<file path="config.mk">
export PLATFORM = sky130hd
export DESIGN_NAME = prog_loader
export DESIGN_NICKNAME = d
export VERILOG_FILES = /design/src/rtl/prog_loader.sv
export SDC_FILE = /design/constraint.sdc
export NUM_CORES = 1
export LEC_CHECK = 0
export ABC_CLOCK_PERIOD_IN_PS = 2100
export CORE_MARGIN = 3
export CORE_UTILIZATION = 25
export DETAILED_ROUTE_END_ITERATION = 7
export GPL_TIMING_DRIVEN = 0
export PLACE_DENSITY = 0.44
export SETUP_SLACK_MARGIN = 0.1
export SYNTH_ARGS = -nofsm -noshare
export SYNTH_HDL_FRONTEND = slang
export SYNTH_SLANG_ARGS = --single-unit
</file>
<file path="constraint.sdc">
create_clock -name clk -period 2.1 [get_ports clk]
set_clock_uncertainty 0.1 [all_clocks]
set_input_delay 0.42 -clock clk [delete_from_list [all_inputs] [get_ports clk]]
set_output_delay 0.42 -clock clk [all_outputs]
set_load 0.02 [all_outputs]
</file>
<file path="src/rtl/prog_loader.sv">
// Byte-stream program loader: packs byte pairs into 9-bit words, writes them
// into instruction memory, launches the core and waits for its done flag.
module prog_loader #(
    parameter int D         = 12,
    parameter int W         = 9,
    parameter int MAX_WORDS = 128
) (
    input  logic         clk,
    input  logic         reset,
    input  logic         load_req,
    input  logic         in_valid,
    input  logic [7:0]   in_data,
    input  logic         in_last,
    output logic         in_ready,
    output logic         im_wr_en,
    output logic [D-1:0] im_addr,
    output logic [W-1:0] im_wr_data,
    output logic         start,
    input  logic         cpu_done,
    output logic         busy,
    output logic         run_done,
    output logic         err,
    output logic [D:0]   words_loaded
);

    typedef enum logic [2:0] {
        S_IDLE,
        S_LO,
        S_HI,
        S_LAUNCH,
        S_RUN,
        S_ERR
    } state_t;

    localparam logic [D:0] MAX_W = (D+1)'(MAX_WORDS);

    state_t     state;
    state_t     state_nxt;
    logic [7:0] lo_reg;
    logic       hi_bad;
    logic       full;
    logic       lo_take;
    logic       write_ok;
    logic       load_start;

    assign hi_bad     = in_data[7:1] != 7'd0;
    assign full       = words_loaded == MAX_W;
    assign lo_take    = (state == S_LO) && in_valid;
    assign write_ok   = (state == S_HI) && in_valid && !hi_bad && !full;
    assign load_start = load_req && ((state == S_IDLE) || (state == S_ERR));

    assign start = state == S_LAUNCH;
    assign err   = state == S_ERR;
    assign busy  = (state != S_IDLE) && (state != S_ERR);

    always_comb begin
        state_nxt = state;
        in_ready  = 1'b0;
        unique case (state)
            S_IDLE: begin
                if (load_req)
                    state_nxt = S_LO;
            end
            S_LO: begin
                in_ready = 1'b1;
                if (in_valid)
                    state_nxt = in_last ? S_ERR : S_HI;
            end
            S_HI: begin
                in_ready = 1'b1;
                // Error checks outrank in_last, so a bad final byte never launches.
                if (in_valid) begin
                    if (hi_bad || full)
                        state_nxt = S_ERR;
                    else if (in_last)
                        state_nxt = S_LAUNCH;
                    else
                        state_nxt = S_LO;
                end
            end
            S_LAUNCH: begin
                state_nxt = S_RUN;
            end
            S_RUN: begin
                if (cpu_done)
                    state_nxt = S_IDLE;
            end
            S_ERR: begin
                if (load_req)
                    state_nxt = S_LO;
            end
            default: begin
                state_nxt = S_IDLE;
            end
        endcase
    end

    always_ff @(posedge clk) begin
        if (reset) begin
            state        <= S_IDLE;
            lo_reg       <= 8'd0;
            im_wr_en     <= 1'b0;
            im_addr      <= '0;
            im_wr_data   <= '0;
            run_done     <= 1'b0;
            words_loaded <= '0;
        end else begin
            state    <= state_nxt;
            im_wr_en <= write_ok;
            run_done <= (state == S_RUN) && cpu_done;
            if (lo_take)
                lo_reg <= in_data;
            if (write_ok) begin
                im_addr      <= words_loaded[D-1:0];
                im_wr_data   <= W'({in_data[0], lo_reg});
                words_loaded <= words_loaded + 1'b1;
            end
            if (load_start)
                words_loaded <= '0;
        end
    end

endmodule

</file>
**Congestion heat map**

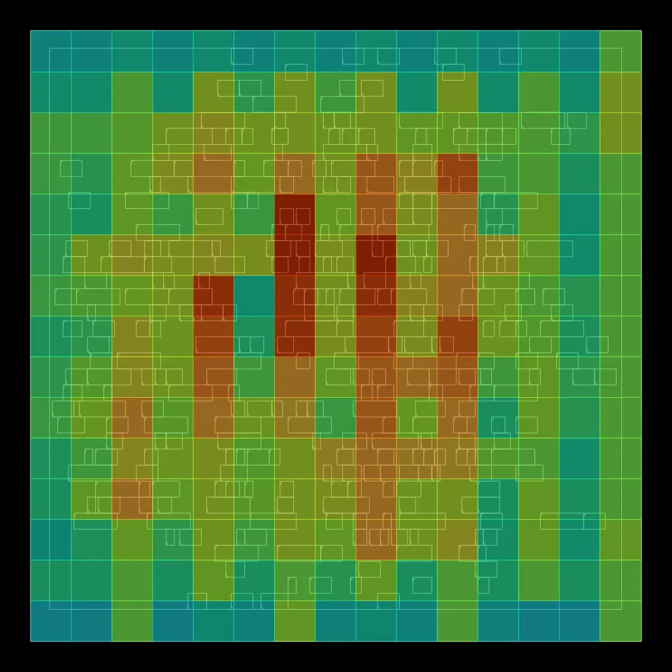
GR Layer Usage met3: 2.991%
GR peak layer: met2
GRT Total Usage: 14.63%

**Cells colored by class**

Drawn at 4 px/µm.
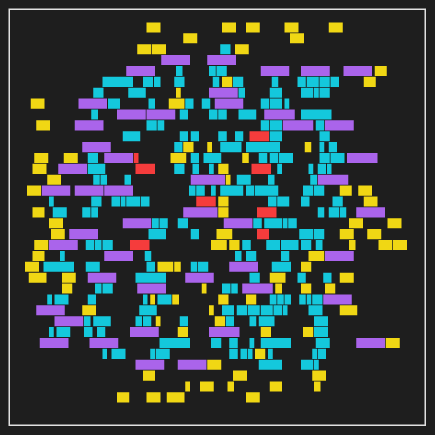
all other logic: marked cyan, cells 188. other buffers and delay cells: marked yellow, cells 90. clock drivers and dummy loads: marked red, cells 8. flops: marked purple, cells 47.

**Cells by drive strength**

Drawn at 4 px/µm.
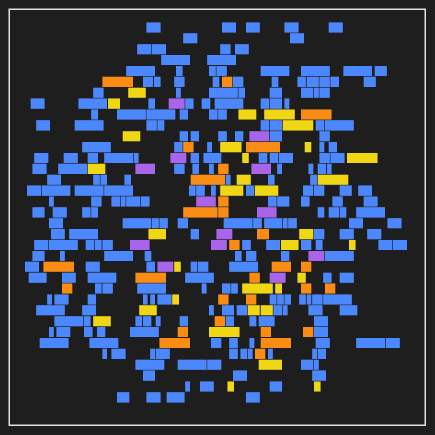
drive 6 and up: marked purple, cells 13, most used buf_6. drive 2: marked yellow, cells 32. drive 3 to 4: marked orange, cells 29, most used buf_4. drive 1 or less: marked blue, cells 259, most used dfxtp_1.

**The metal 1 layer**

Drawn at 4 px/µm.
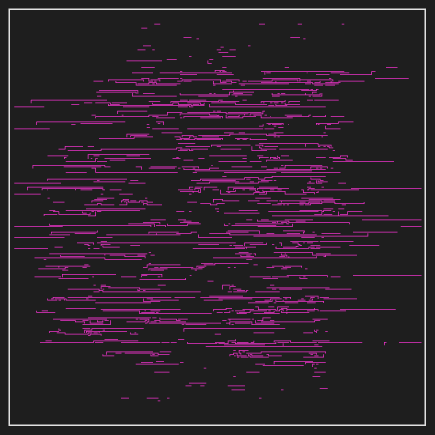
The longest straight run is 34.5 µm. The layer carries 3,770 µm of wire.
via count: 2,367
M1 GR Usage: 20.22%
Routed Wire Length: 7.963 mm

==> reports/results.ini <==
[synthesis]
yosysChipArea_um2 = 2384
edf_count = 0
async_flop_share_pct = 0
ys_sh_adder_pct = 1.050
netlist_area_um2 = 2384
ys_types = 45
mux_share_pct = 5.459
syn_inst = 263
ys_sh_aoi_pct = 21.84

[final_timing]
setup_viol = 0
maxSlewViolCount = 0
rsz0062_at_grt = yes
timing.final.crit_share_pct = 92.87

[critical_path]
end_kind = output port
r2r-end = words_loaded[6]$_SDFFE_PP0P_
crit_required_ps = 1580
critPathSlowestCell = clkdlybuf4s50_1
crit_buf_inv = 1
crit_type = reg2out
crit_fanout = 6
r2r_start = words_loaded[0]$_SDFFE_PP0P_

[pwr]
finalPower_w = 0.001700
p_leak_nw = 1.133
ir_worst_vdd_mv = 0.2268

[cts]
clockBufferDepth = 2
clkLatencyLatePin_ps = 300
cts_tree = built
cts_buffers = 5
cts.clk_slew.worst_paths_ps = 90

[global_route]
grt_max_degree = 15

[floorplan]
die_h_um = 103.6
core_area_um2 = 9240
dieArea_um2 = 10740
dieWidth_um = 103.6
fp_util_pct = 25.80
num_io_pins = 54

[run_status]
status = completed

[route]
drtPass1Iterations = 4
wl_per_cell_um = 17.24

[finish]
n_fill_cell = 967
final_cells = 462
largest_register = words_loaded

[place]
pre_cts_slack_ps = -403.9

[min_path]
hold_path_depth = 3

cell type report:
cell class | count | area (µm²) | area share (%)
multi-input combinational | 183 | 1401 | 41.09
sequential | 47 | 955.9 | 28.03
timing repair buffer | 62 | 583.1 | 17.09
buffer | 28 | 191.4 | 5.613
tap | 129 | 161.4 | 4.732
clock buffer | 7 | 86.33 | 2.531
inverter | 5 | 22.52 | 0.6603
clock inverter | 1 | 8.758 | 0.2568
where the power goes:
group	internal (W)	switching (W)
combinational	0.0000772	0.000115
clock	0.000271	0.000329
sequential	0.000899	0.00000880
synth_stat cells, types with 4 or more instances:
| master | number | share of area, % |
|---|---|---|
| nand4_1 | 27 | 7.1 |
| mux2i_1 | 13 | 5.5 |
| nor2_1 | 11 | 1.7 |
| clkbuf_1 | 12 | 1.9 |
| buf_4 | 4 | 1.3 |
| nand2b_1 | 8 | 2.1 |
| and3_1 | 4 | 1.0 |
| nand3_1 | 5 | 1.0 |
| nand2_1 | 9 | 1.4 |
| o31ai_1 | 29 | 9.1 |
| dfxtp_1 | 47 | 39 |
| o311ai_1 | 4 | 1.5 |
| buf_2 | 9 | 1.9 |
| a21oi_1 | 28 | 5.9 |
| inv_1 | 4 | 0.63 |
per-stage QoR:
step | setup TNS, ps | utilization [%]
finish | 0 | 36.91
global route | 0 | 36.91
CTS | -698.9 | 35.02
detailed placement | -14810 | 33.19
global placement | -14860 | 33.19
floorplan | 0 | -
routing by layer:
metal  wire [µm]  share of wire, %  vias to the layer above
met3         382               4.8                        6
li1            -                 -                     1162
met4          62              0.78                        0
met2        3746                47                       68
met1        3771                47                     1131
met5           0                 0                        -
timing repair:
| action | in CTS | in global routing |
|---|---|---|
| hold buffers | 0 | 0 |
| buffers inserted | 3 | 7 |
| pin swaps | 1 | 2 |
| setup endpoints to repair | 47 | 46 |
| resized | 35 | 37 |
Power figures rest on the tool's default switching activity, not on a simulated workload.
